### src/rtl/hazard_tracker.sv
// hazard_tracker
//   Producer side of the forwarding interface for the 5-stage core. Keeps a
//   {rd, we, memread, memop} record for every instruction past decode
//   (IDEX -> EXMEM -> MEMWB -> PREV), inserts bubbles on load-use hazards
//   and taken-branch flushes, and freezes the records while data memory
//   is busy.
//
//   Optional feature: define HAZ_PREV_STAGE_EN to keep the PREV record
//   (one stage past writeback). Without it prevdestreg_1 reads 31 and
//   prevWE_1 reads 0.
//
//   Ports
//     clk, reset_n                 pipeline clock, async active-low reset
//     id_*                         decoded fields of the instruction in ID
//     flush                        taken branch, squash instruction entering EX
//     mem_ready                    data memory finishes its access this cycle
//     IDEX*/EXMEM*/MEMWB*/prev*    registered destination/write-enable records
//     stall, bubble                combinational pipeline control
//     stall_count                  saturating count of stall cycles
//
//   state    | meaning
//   ---------+---------------------------------------------------------
//   RUN      | normal flow; records shift every edge unless a freeze starts
//   MEM_WAIT | data memory busy; records hold until mem_ready

module hazard_tracker #(
    parameter int CNT_W = 16
) (
    input  logic             clk,
    input  logic             reset_n,
    input  logic             id_valid,
    input  logic [4:0]       id_rd,
    input  logic             id_regwrite,
    input  logic             id_memread,
    input  logic             id_memop,
    input  logic [4:0]       id_rn,
    input  logic [4:0]       id_rm,
    input  logic             id_uses_rn,
    input  logic             id_uses_rm,
    input  logic             flush,
    input  logic             mem_ready,
    output logic [4:0]       IDEXrd,
    output logic [4:0]       EXMEMrd,
    output logic [4:0]       MEMWBrd,
    output logic [4:0]       prevdestreg_1,
    output logic             IDEXregwrite,
    output logic             EXMEMregwrite,
    output logic             MEMWBregwrite,
    output logic             prevWE_1,
    output logic             stall,
    output logic             bubble,
    output logic [CNT_W-1:0] stall_count
);

    typedef struct packed {
        logic [4:0] rd;
        logic       we;
        logic       memread;
        logic       memop;
    } rec_t;

    typedef enum logic {
        S_RUN      = 1'b0,
        S_MEM_WAIT = 1'b1
    } state_t;

    localparam rec_t BUBBLE_REC = '{rd: 5'd31, we: 1'b0, memread: 1'b0, memop: 1'b0};

    state_t            state_q, state_d;
    rec_t              idex_q, idex_d;
    rec_t              exmem_q, exmem_d;
    rec_t              memwb_q, memwb_d;
    logic [CNT_W-1:0]  stall_count_q, stall_count_d;
    rec_t              id_rec;
    logic              frozen;
    logic              load_use;

    // ---------------- state register ----------------
    always_ff @(posedge clk or negedge reset_n) begin
        if (!reset_n) begin
            state_q <= S_RUN;
        end else begin
            state_q <= state_d;
        end
    end

    // ---------------- next state ----------------
    always_comb begin
        state_d = state_q;
        case (state_q)
            S_RUN:      if (exmem_q.memop && !mem_ready) state_d = S_MEM_WAIT;
            S_MEM_WAIT: if (mem_ready)                   state_d = S_RUN;
            default:                                     state_d = S_RUN;
        endcase
    end

    // ---------------- outputs ----------------
    // XZR (r31) never creates a hazard, so the compare excludes it.
    always_comb begin
        load_use = idex_q.memread && idex_q.we && (idex_q.rd != 5'd31) &&
                   ((id_uses_rn && (id_rn == idex_q.rd)) ||
                    (id_uses_rm && (id_rm == idex_q.rd)));
    end

    // The mem_ready cycle of MEM_WAIT is not frozen: records shift on that
    // edge, so flush and load-use are honoured there exactly as in RUN.
    always_comb begin
        frozen = 1'b0;
        stall  = 1'b0;
        bubble = 1'b0;
        case (state_q)
            S_RUN:      frozen = exmem_q.memop && !mem_ready;
            S_MEM_WAIT: frozen = !mem_ready;
            default:    frozen = 1'b0;
        endcase
        if (frozen) begin
            stall = 1'b1;
        end else if (flush) begin
            bubble = 1'b1;
        end else if (load_use) begin
            stall  = 1'b1;
            bubble = 1'b1;
        end
    end

    // ---------------- record pipeline ----------------
    always_comb begin
        id_rec  = '{rd: id_rd, we: id_regwrite & id_valid,
                    memread: id_memread & id_valid, memop: id_memop & id_valid};
        idex_d  = idex_q;
        exmem_d = exmem_q;
        memwb_d = memwb_q;
        if (!frozen) begin
            idex_d  = bubble ? BUBBLE_REC : id_rec;
            exmem_d = idex_q;
            memwb_d = exmem_q;
        end
        stall_count_d = stall_count_q;
        if (stall && (stall_count_q != {CNT_W{1'b1}})) begin
            stall_count_d = stall_count_q + 1'b1;
        end
    end

    always_ff @(posedge clk or negedge reset_n) begin
        if (!reset_n) begin
            idex_q        <= BUBBLE_REC;
            exmem_q       <= BUBBLE_REC;
            memwb_q       <= BUBBLE_REC;
            stall_count_q <= '0;
        end else begin
            idex_q        <= idex_d;
            exmem_q       <= exmem_d;
            memwb_q       <= memwb_d;
            stall_count_q <= stall_count_d;
        end
    end

`ifdef HAZ_PREV_STAGE_EN
    rec_t prev_q, prev_d;

    always_comb begin
        prev_d = frozen ? prev_q : memwb_q;
    end

    always_ff @(posedge clk or negedge reset_n) begin
        if (!reset_n) begin
            prev_q <= BUBBLE_REC;
        end else begin
            prev_q <= prev_d;
        end
    end

    assign prevdestreg_1 = prev_q.rd;
    assign prevWE_1      = prev_q.we;

    // Memory-type bits are not needed once an instruction has left MEM.
    logic unused_rec_bits;
    assign unused_rec_bits = ^{prev_q.memread, prev_q.memop};
`else
    // Register-file write-through covers the post-writeback case.
    assign prevdestreg_1 = 5'd31;
    assign prevWE_1      = 1'b0;

    logic unused_rec_bits;
    assign unused_rec_bits = ^{memwb_q.memread, memwb_q.memop};
`endif

    assign IDEXrd        = idex_q.rd;
    assign IDEXregwrite  = idex_q.we;
    assign EXMEMrd       = exmem_q.rd;
    assign EXMEMregwrite = exmem_q.we;
    assign MEMWBrd       = memwb_q.rd;
    assign MEMWBregwrite = memwb_q.we;
    assign stall_count   = stall_count_q;

endmodule

### config.mk
export PLATFORM = sky130hd
export DESIGN_NAME = hazard_tracker
export DESIGN_NICKNAME = d
export VERILOG_FILES = /design/src/rtl/hazard_tracker.sv
export SDC_FILE = /design/constraint.sdc
export NUM_CORES = 1
export LEC_CHECK = 0
export CAP_MARGIN = 15
export CORE_ASPECT_RATIO = 0.75
export CORE_MARGIN = 5
export CORE_UTILIZATION = 40
export CTS_CLUSTER_DIAMETER = 30
export DETAILED_ROUTE_END_ITERATION = 6
export PLACE_DENSITY = 0.75
export SYNTH_ARGS = -nofsm -noshare
export SYNTH_HDL_FRONTEND = slang
export SYNTH_SLANG_ARGS = --single-unit
export TNS_END_PERCENT = 30
### constraint.sdc
create_clock -name clk -period 2.6 [get_ports clk]
set_clock_uncertainty 0.2 [all_clocks]
set_input_delay 0.78 -clock clk [delete_from_list [all_inputs] [get_ports clk]]
set_output_delay 0.78 -clock clk [all_outputs]
set_load 0.03 [all_outputs]
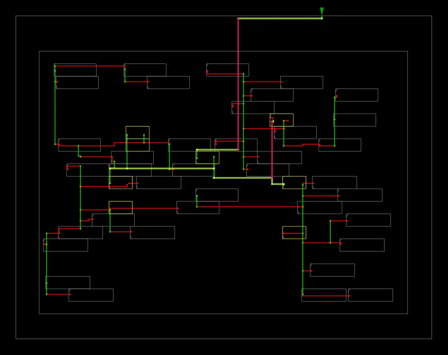
(images/final_clocks.png)
total CTS buffers: 5
Seq cells: 38
CTS sink cnt: 38
worst-skew pair later-pin latency: 280 ps

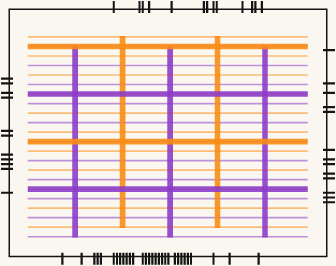
(images/pdn.png)
Pins as bars on the die edge.
Orange marks VDD. Purple marks VSS.
67 signal pins sit on the boundary. 5 straps on met4.
Core Area: 4570 um2
Die Span X: 90.4 um
chip height: 70.3 um
highest ir drop seen on vdd: 0.413 mV

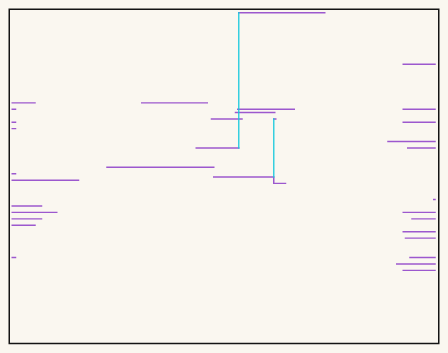
(images/metal_stack.png)
Two of the layers only.
Purple marks met3, wire length 236 um. Cyan marks met4, wire length 40.8 um.
gr usage total: 14.3%
vias: 1,500
WL final: 4360 um
WL/cell: 13.8 um

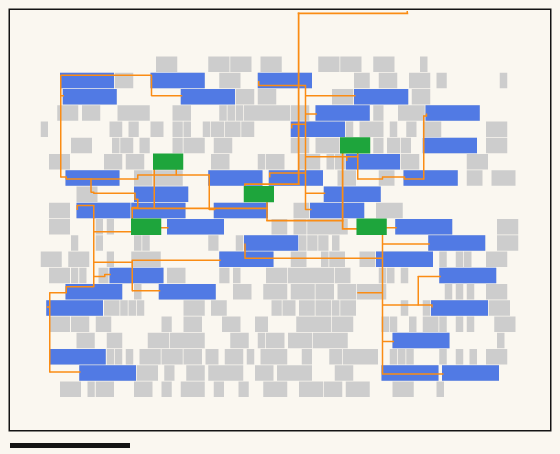
(images/clock_map.png)
Bar = 20 um.
Blue marks flip-flops, count 38. Green marks cells driving clock nets, count 5. Orange marks clock wires, length 491 um.
There are 6 routed clock nets.
clk pwr: 466 uW
clock group share of total power: 24.0%

==> flow_summary_export.csv <==
group,metric,value,unit
sta,rsz0062_at_grt,"true",
pwr,p_int,1.28,mW
sta,finalClockPeriodUsage,108,%
run_status,violations,"negative setup slack",
critical_path,cpPeakStageDelay,620,ps
critical_path,cp.depth,7,
run_status,status,"finished with violations",
critical_path,cp-endpoint,"bubble",
global_routing,grt_max_degree,33,
critical_path,rr_endpoint,"stall_count[6]",
finish,layout-drive-gt1-share,28.5,%
critical_path,reg2reg_depth,8,
sta,setup_slack,-219,ps
logic_synthesis,ys_warn_count,0,
sta,hold_ws,252,ps
logic_synthesis,ys_sh_xor,11.3,%
logic_synthesis,logic_family,"simple AND/OR/NAND/NOR gates",
logic_synthesis,synthArstFlopShare,100,%
sta,setup_viol,2,
finish,largest_register_ffs,16,
critical_path,crit_family,"flip-flops",
critical_path,cp_num_buf_inv,1,
die,io_pins,67,
routing,drc,0,
logic_synthesis,ys_top_cells_by_area,"dfrtp_1 (30%), dfstp_2 (20%), nand2_1 (9.7%)",
cts,clockRootBuffer,"clkbuf_8",
die,dieArea,6350,um2
global_routing,antenna_found_initial,0,
global_routing,grtUsageMet2,21.8,%
place,hpwl,3320,um
Power figures rest on the tool's default switching activity, not on a simulated workload.
